metal_stack.png
Only two layers are drawn.
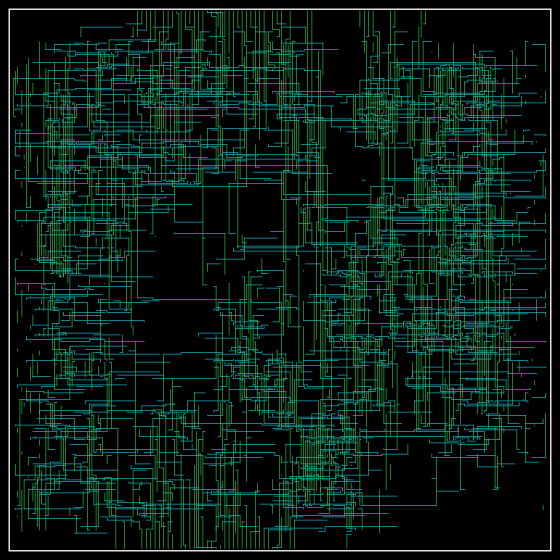
pins.png
Pins as bars across the die edge, other pins in gray.
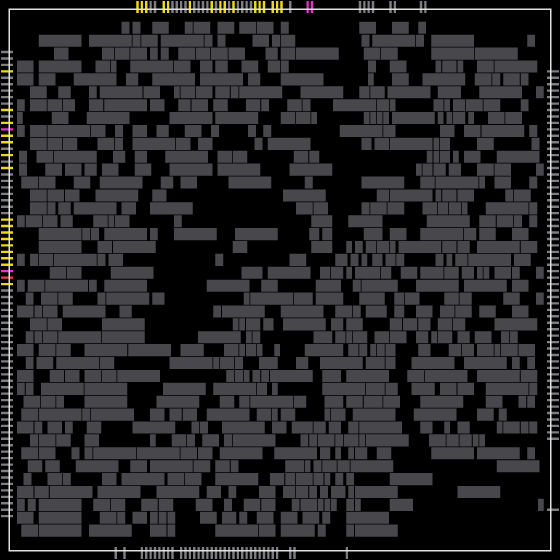
final_clocks.png
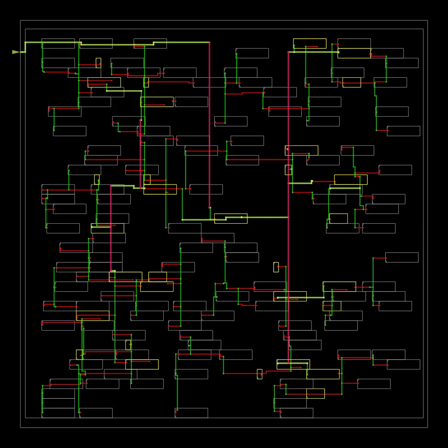
registers.png
The bar under the picture is 20 um long. Other sequential cells in the stronger gray, the rest of the logic in the fainter gray.
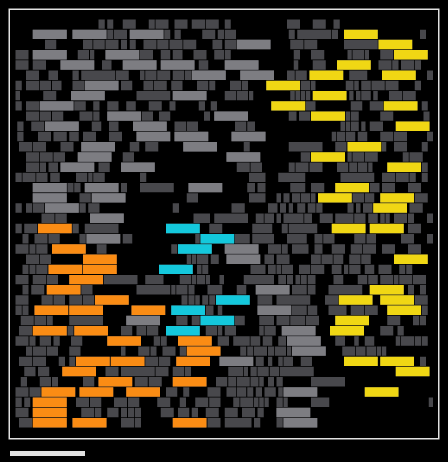
gate_families.png
The bar under the picture is 20 um long.
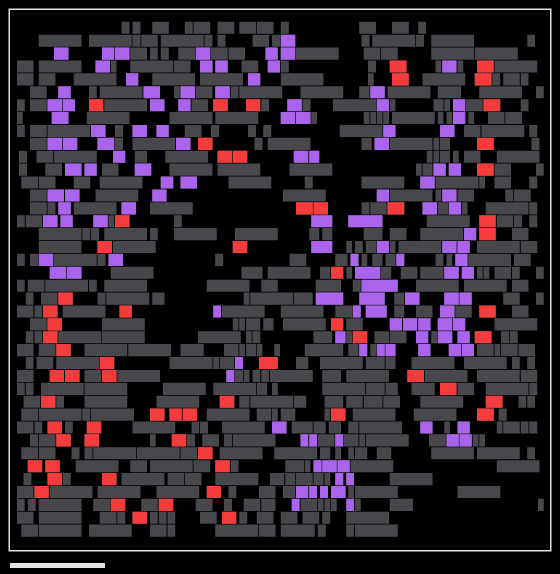
==> src/rtl/lsu_pkg.sv <==
// Shared RV32I load/store funct3 encodings, LSU state encoding and legality helpers.
package lsu_pkg;

  localparam logic [2:0] F3_B  = 3'b000;
  localparam logic [2:0] F3_H  = 3'b001;
  localparam logic [2:0] F3_W  = 3'b010;
  localparam logic [2:0] F3_BU = 3'b100;
  localparam logic [2:0] F3_HU = 3'b101;

  typedef enum logic [1:0] {
    ST_IDLE = 2'd0,
    ST_REQ  = 2'd1,
    ST_DONE = 2'd2
  } lsu_state_t;

  function automatic logic f3_legal(input logic ld, input logic [2:0] f3);
    if (ld) return f3 inside {F3_B, F3_H, F3_W, F3_BU, F3_HU};
    return f3 inside {F3_B, F3_H, F3_W};
  endfunction

  // Only meaningful for legal encodings: low two bits give the access size.
  function automatic logic f3_misaligned(input logic [2:0] f3, input logic [1:0] off);
    return (f3[1:0] == 2'b01 && off[0]) || (f3[1:0] == 2'b10 && off != 2'b00);
  endfunction

endpackage

==> src/rtl/lsu_lane.sv <==
// Combinational byte-lane steering: store data replication/strobes and load select/extension.
module lsu_lane
  import lsu_pkg::*;
(
  input  logic [2:0]  funct3,
  input  logic [1:0]  off,
  input  logic [31:0] store_data,
  input  logic [31:0] rdata,
  output logic [31:0] wdata,
  output logic [3:0]  wstrb,
  output logic [31:0] ld_data
);

  logic [7:0]  sel_byte;
  logic [15:0] sel_half;

  always_comb begin
    case (off)
      2'd0:    sel_byte = rdata[7:0];
      2'd1:    sel_byte = rdata[15:8];
      2'd2:    sel_byte = rdata[23:16];
      default: sel_byte = rdata[31:24];
    endcase
    sel_half = off[1] ? rdata[31:16] : rdata[15:0];
  end

  always_comb begin
    wdata = '0;
    wstrb = '0;
    case (funct3)
      F3_B: begin
        wdata = {4{store_data[7:0]}};
        wstrb = 4'b0001 << off;
      end
      F3_H: begin
        wdata = {2{store_data[15:0]}};
        wstrb = 4'b0011 << off;
      end
      F3_W: begin
        wdata = store_data;
        wstrb = 4'b1111;
      end
      default: ;
    endcase
  end

  always_comb begin
    ld_data = '0;
    case (funct3)
      F3_B:    ld_data = {{24{sel_byte[7]}}, sel_byte};
      F3_BU:   ld_data = {24'd0, sel_byte};
      F3_H:    ld_data = {{16{sel_half[15]}}, sel_half};
      F3_HU:   ld_data = {16'd0, sel_half};
      F3_W:    ld_data = rdata;
      default: ;
    endcase
  end

endmodule

==> src/rtl/lsu.sv <==
// Load/store unit: one memory transaction per instruction, stalls the pipe until done.
// Zero-wait access completes two cycles after start; errors complete after one.
module lsu
  import lsu_pkg::*;
#(
  parameter int TIMEOUT = 64
) (
  input  logic        clk,
  input  logic        reset,
  input  logic        start,
  input  logic        is_load,
  input  logic        is_s_instr,
  input  logic [2:0]  funct3,
  input  logic [31:0] addr,
  input  logic [31:0] store_data,
  output logic        busy,
  output logic        done,
  output logic [31:0] load_data,
  output logic        misaligned,
  output logic        fault,
  output logic        mem_req,
  output logic        mem_we,
  output logic [31:0] mem_addr,
  output logic [31:0] mem_wdata,
  output logic [3:0]  mem_wstrb,
  input  logic        mem_ready,
  input  logic [31:0] mem_rdata
);

  lsu_state_t  state_q;
  logic [7:0]  cnt_q;
  logic        ld_q;
  logic [2:0]  f3_q;
  logic [1:0]  off_q;

  logic        go;
  logic [2:0]  lane_f3;
  logic [1:0]  lane_off;
  logic [31:0] lane_wdata;
  logic [3:0]  lane_wstrb;
  logic [31:0] lane_ld;

  assign go   = (state_q == ST_IDLE) && start && (is_load || is_s_instr);
  assign busy = go || (state_q == ST_REQ);

  // Lanes see live inputs while accepting, latched fields while the read is in flight.
  assign lane_f3  = (state_q == ST_IDLE) ? funct3 : f3_q;
  assign lane_off = (state_q == ST_IDLE) ? addr[1:0] : off_q;

  lsu_lane u_lane (
    .funct3     (lane_f3),
    .off        (lane_off),
    .store_data (store_data),
    .rdata      (mem_rdata),
    .wdata      (lane_wdata),
    .wstrb      (lane_wstrb),
    .ld_data    (lane_ld)
  );

  always_ff @(posedge clk or posedge reset) begin
    if (reset) begin
      state_q    <= ST_IDLE;
      cnt_q      <= '0;
      ld_q       <= 1'b0;
      f3_q       <= '0;
      off_q      <= '0;
      done       <= 1'b0;
      load_data  <= '0;
      misaligned <= 1'b0;
      fault      <= 1'b0;
      mem_req    <= 1'b0;
      mem_we     <= 1'b0;
      mem_addr   <= '0;
      mem_wdata  <= '0;
      mem_wstrb  <= '0;
    end else begin
      case (state_q)
        ST_IDLE: begin
          if (go) begin
            ld_q  <= is_load;
            f3_q  <= funct3;
            off_q <= addr[1:0];
            if (!f3_legal(is_load, funct3)) begin
              fault     <= 1'b1;
              load_data <= '0;
              done      <= 1'b1;
              state_q   <= ST_DONE;
            end else if (f3_misaligned(funct3, addr[1:0])) begin
              misaligned <= 1'b1;
              load_data  <= '0;
              done       <= 1'b1;
              state_q    <= ST_DONE;
            end else begin
              cnt_q     <= '0;
              mem_req   <= 1'b1;
              mem_we    <= !is_load;
              mem_addr  <= {addr[31:2], 2'b00};
              mem_wdata <= is_load ? 32'd0 : lane_wdata;
              mem_wstrb <= is_load ? 4'd0 : lane_wstrb;
              state_q   <= ST_REQ;
            end
          end
        end
        ST_REQ: begin
          if (mem_ready || cnt_q == 8'(TIMEOUT - 1)) begin
            // A ready in the final timeout cycle still counts as success.
            fault     <= !mem_ready;
            load_data <= (mem_ready && ld_q) ? lane_ld : 32'd0;
            done      <= 1'b1;
            mem_req   <= 1'b0;
            mem_we    <= 1'b0;
            mem_addr  <= '0;
            mem_wdata <= '0;
            mem_wstrb <= '0;
            state_q   <= ST_DONE;
          end else begin
            cnt_q <= cnt_q + 8'd1;
          end
        end
        default: begin
          done       <= 1'b0;
          misaligned <= 1'b0;
          fault      <= 1'b0;
          state_q    <= ST_IDLE;
        end
      endcase
    end
  end

endmodule

==> config.mk <==
export PLATFORM = sky130hd
export DESIGN_NAME = lsu
export DESIGN_NICKNAME = d
export VERILOG_FILES = /design/src/rtl/lsu_pkg.sv /design/src/rtl/lsu_lane.sv /design/src/rtl/lsu.sv
export SDC_FILE = /design/constraint.sdc
export NUM_CORES = 1
export LEC_CHECK = 0
export CAP_MARGIN = 15
export CORE_MARGIN = 1
export CORE_UTILIZATION = 44
export DETAILED_ROUTE_END_ITERATION = 6
export PLACE_DENSITY = 0.8
export SLEW_MARGIN = 40
export SYNTH_ARGS = -nofsm -noshare
export SYNTH_HDL_FRONTEND = slang
export SYNTH_SLANG_ARGS = --single-unit
==> constraint.sdc <==
create_clock -name clk -period 5 [get_ports clk]
set_input_delay 1.5 -clock clk [delete_from_list [all_inputs] [get_ports clk]]
set_output_delay 1.5 -clock clk [all_outputs]
set_load 0.1 [all_outputs]
==> results_dict.tcl <==
# collected from the flow reports
set metrics [dict create \
    outcome "finished clean" \
    grt_pass1_vias 5036 \
    ys_warn_count 0 \
    grt_overflow 0 \
    via_count 5052 \
    hpwl_mm 11.4 \
    yosysUniqueCellTypes 63 \
    finalSetupViolations 0 \
    edf_count 0 \
    fmax_mhz 231 \
    nNetsFinal 773 \
    ys_chip_area_um2 5510 \
    internal_power_mw 2.30 \
    rsz0062_at_grt "false" \
    syn_area_um2 5510 \
    chipArea_um2 13000 \
    p_switching_mw 2.23 \
    drc 0 \
    use_met1_pct 32.0 \
    crit_type "in -> out" \
    nFillCells 988 \
    design_area_um2 7730 \
    io_buffers 208 \
    area_growth_pct 40.3 \
    dpl-instance-area_um2 7200 \
    antenna_found_initial 0 \
    power.share.switching_pct 49.2 \
    io_pins 211 \
    hold_viol 0 \
    peakVddDrop_v 0.000494 \
    cp-start-kind "input port" \
    cts_buffer_depth 2 \
    tightest_slew_ns 0.814 \
    cts_resized 0 \
    cts_hold_buf 0 \
    drv_cap 0 \
    gr-usage-met3_pct 7.23 \
    clkPwrFrac_pct 24.2 \
    pwr-share-seq_pct 28.2 \
    via_per_inst 5.96 \
    fin_crit_sh_pct 86.6 \
    period_needed_ns 4.33 \
    ys_seq_elements 119 \
    end_kind "primary output" \
    min_path_type "reg -> reg" \
    cts_tree "built" \
    post_cts_buffers 0 \
    ys_seq_share_pct 54.0 \
    required_ns 3.50 \
    grt_max_degree 72 \
    synth-async-reset-ratio_pct 100 \
    root_buffer "clkbuf_16" \
    drtAntennaViolNets 0 \
    die_h_um 114 \
    finalClockSkew_ns 0.00706 \
    drt_pass1_iterations 7 \
    tool_warnings 26 \
    power_density_nw_per_um2 586 \
    yosysCellCount 465 \
    worstPathArrival_ns 2.83 \
    numCtsBuffers 17 \
    fp_util_pct 45.5 \
    drive_gt1_share_pct 25.3 \
    wl_mm 16.3 \
    antenna_cells 0 \
    core_area_um2 12100 \
    lay_top_count "dfrtp_1" \
    topCellsByArea "dfrtp_1, a22o_1, a22oi_1" \
    grt_pass1_wl_mm 26.1 \
    met2_usage_pct 42.2 \
    syn_inst 465 \
    yosysTopAreaCell "dfrtp_1" \
    grt.busiest_layer "met2" \
    mostFrequentLayoutCells "dfrtp_1, clkdlybuf4s50_1, buf_2" \
    top_cell_area_share_pct 54.0 \
    flop_cell "dfrtp_1" \
    combPwrFrac_pct 47.7 \
    gr-usage-all-layers_pct 26.1 \
    power.leakage_nw 3.59 \
    drv_slew 0 \
]
Notes on metal_stack.png above:
Key: met2 = green [wire length 7820 um]; met1 = cyan [wire length 6690 um]

Notes on pins.png above:
Key: `mem_we` = red [pins 1, direction output, edge left]; `mem_wstrb` = magenta [pins 4, direction output, edge 2 left, 2 top]; `mem_wdata` = yellow [pins 32, direction output, edge 16 left, 16 top]
All pins by edge: 73 left, 59 right, 43 top, 36 bottom.

Notes on final_clocks.png above:
clk ins delay skew pair: 0.41 ns
P_clk: 1.09 mW

Notes on registers.png above:
Key: `mem_addr` = orange [sequential cells 30, where lower left]; `load_data` = yellow [sequential cells 32, where a column on the right]; `cnt_q` = cyan [sequential cells 8]
Another 49 sequential cells are not colored.

Notes on gate_families.png above:
Key: AND-OR and OR-AND gates = red [cells 64, most used a22o_1, where spread over the die]; inverting AOI/OAI gates = purple [cells 126, most used a22oi_1, where spread over the die]

## flip-flops by register name, summed over array words and instances (netlist names)
| name | cells |
|---|---|
| done | 1 |
| mem_wstrb | 4 |
| fault | 1 |
| off_q | 2 |
| state_q | 2 |
| ld_q | 1 |
| f3_q | 3 |
| misaligned | 1 |
| mem_we | 1 |
| mem_addr | 30 |
| load_data | 32 |
| mem_wdata | 32 |
| cnt_q | 8 |
| mem_req | 1 |
## critical path: stages
cell	delay (ns)
clkdlybuf4s50_1	0.56
o21ai_0	0.21
a21oi_1	0.33
buf_12	0.22
## kinds of logic (layout without fill, tap and decap cells)
family          after synthesis  in the layout  synth area share, %
flops                       119            119                 54.0
simple gates                 93             93                 8.60
xor+xnor                      6              6                0.954
mux                          13             13                 2.86
buf+inv                      42            255                 3.90
other cells                   1              2               0.0680
compound gates              190            190                 29.4
fa+ha+maj                     1              1                0.227
## layer usage
metal / share of wire [%] / up-vias
li1: - / 2242
met1: 41 / 2506
met2: 48 / 269
met3: 8.1 / 35
met4: 3.0 / 0
met5: 0 / -
## layout make-up
| class | count | area [um^2] | area share [%] |
|---|---|---|---|
| multi-input combinational | 305 | 2340 | 30.2 |
| sequential | 119 | 2980 | 38.5 |
| clock inverter | 3 | 15.0 | 0.194 |
| timing repair buffer | 217 | 1640 | 21.3 |
| tap | 168 | 210 | 2.72 |
| inverter | 7 | 31.3 | 0.405 |
| clock buffer | 28 | 517 | 6.68 |
## per-stage QoR
step	worst slack, ns	power (mW)	hold slack, ns	std cells	utilization [%]
2_1_floorplan	0.343	3.01	0.479	466	-
4_1_cts	0.659	4.55	0.476	847	63.8
5_1_grt	0.585	4.70	0.489	847	63.8
3_3_place_gp	0.749	3.57	0.462	816	63.7
6_report	0.670	4.53	0.475	847	63.8
3_5_place_dp	0.665	3.44	0.460	816	59.4
## Yosys cell counts, types with 3 or more instances
cell and n:
buf_4 3, a22o_1 40, xor2_1 3, mux2i_1 3, inv_1 7, buf_2 13
o211ai_1 10, a22oi_1 32, nand2_1 38, or3_1 3, o221ai_1 14, dfrtp_1 119
a21o_1 3, a221oi_1 3, xnor2_1 3, and3_1 10, o2bb2ai_1 26, mux2_2 8
nor3_1 4, o21ai_0 9, a222oi_1 8, buf_6 4, nand2b_1 3, nand3_1 3
a221o_1 16, nor2_1 12, clkbuf_1 15, a21oi_1 7, nor2_2 4
## power groups by stage
| stage | clock network, mW | logic, mW | registers, mW |
|---|---|---|---|
| floorplan | 0 | 0.572 | 2.44 |
| finish | 1.09 | 2.16 | 1.28 |
| global placement | 0 | 2.29 | 1.28 |
| global route | 1.16 | 2.24 | 1.30 |
| detailed placement | 0 | 2.16 | 1.28 |
| CTS | 1.11 | 2.16 | 1.27 |
## path summary, 6_finish.rpt
path | start | to | slack (ns) | depth (start not counted)
setup / recovery | is_load | busy | 0.67 | 4
hold / removal | mem_req | mem_req | 0.48 | 1
setup reg to reg | state_q[0] | load_data[31] | 2.41 | 6
hold reg to reg | mem_req | mem_req | 0.48 | 1
max in group asynchronous | reset | mem_wdata[28] | 2.61 | 3
min in group asynchronous | reset | ld_q | 1.56 | 2
Power figures rest on the tool's default switching activity, not on a simulated workload.
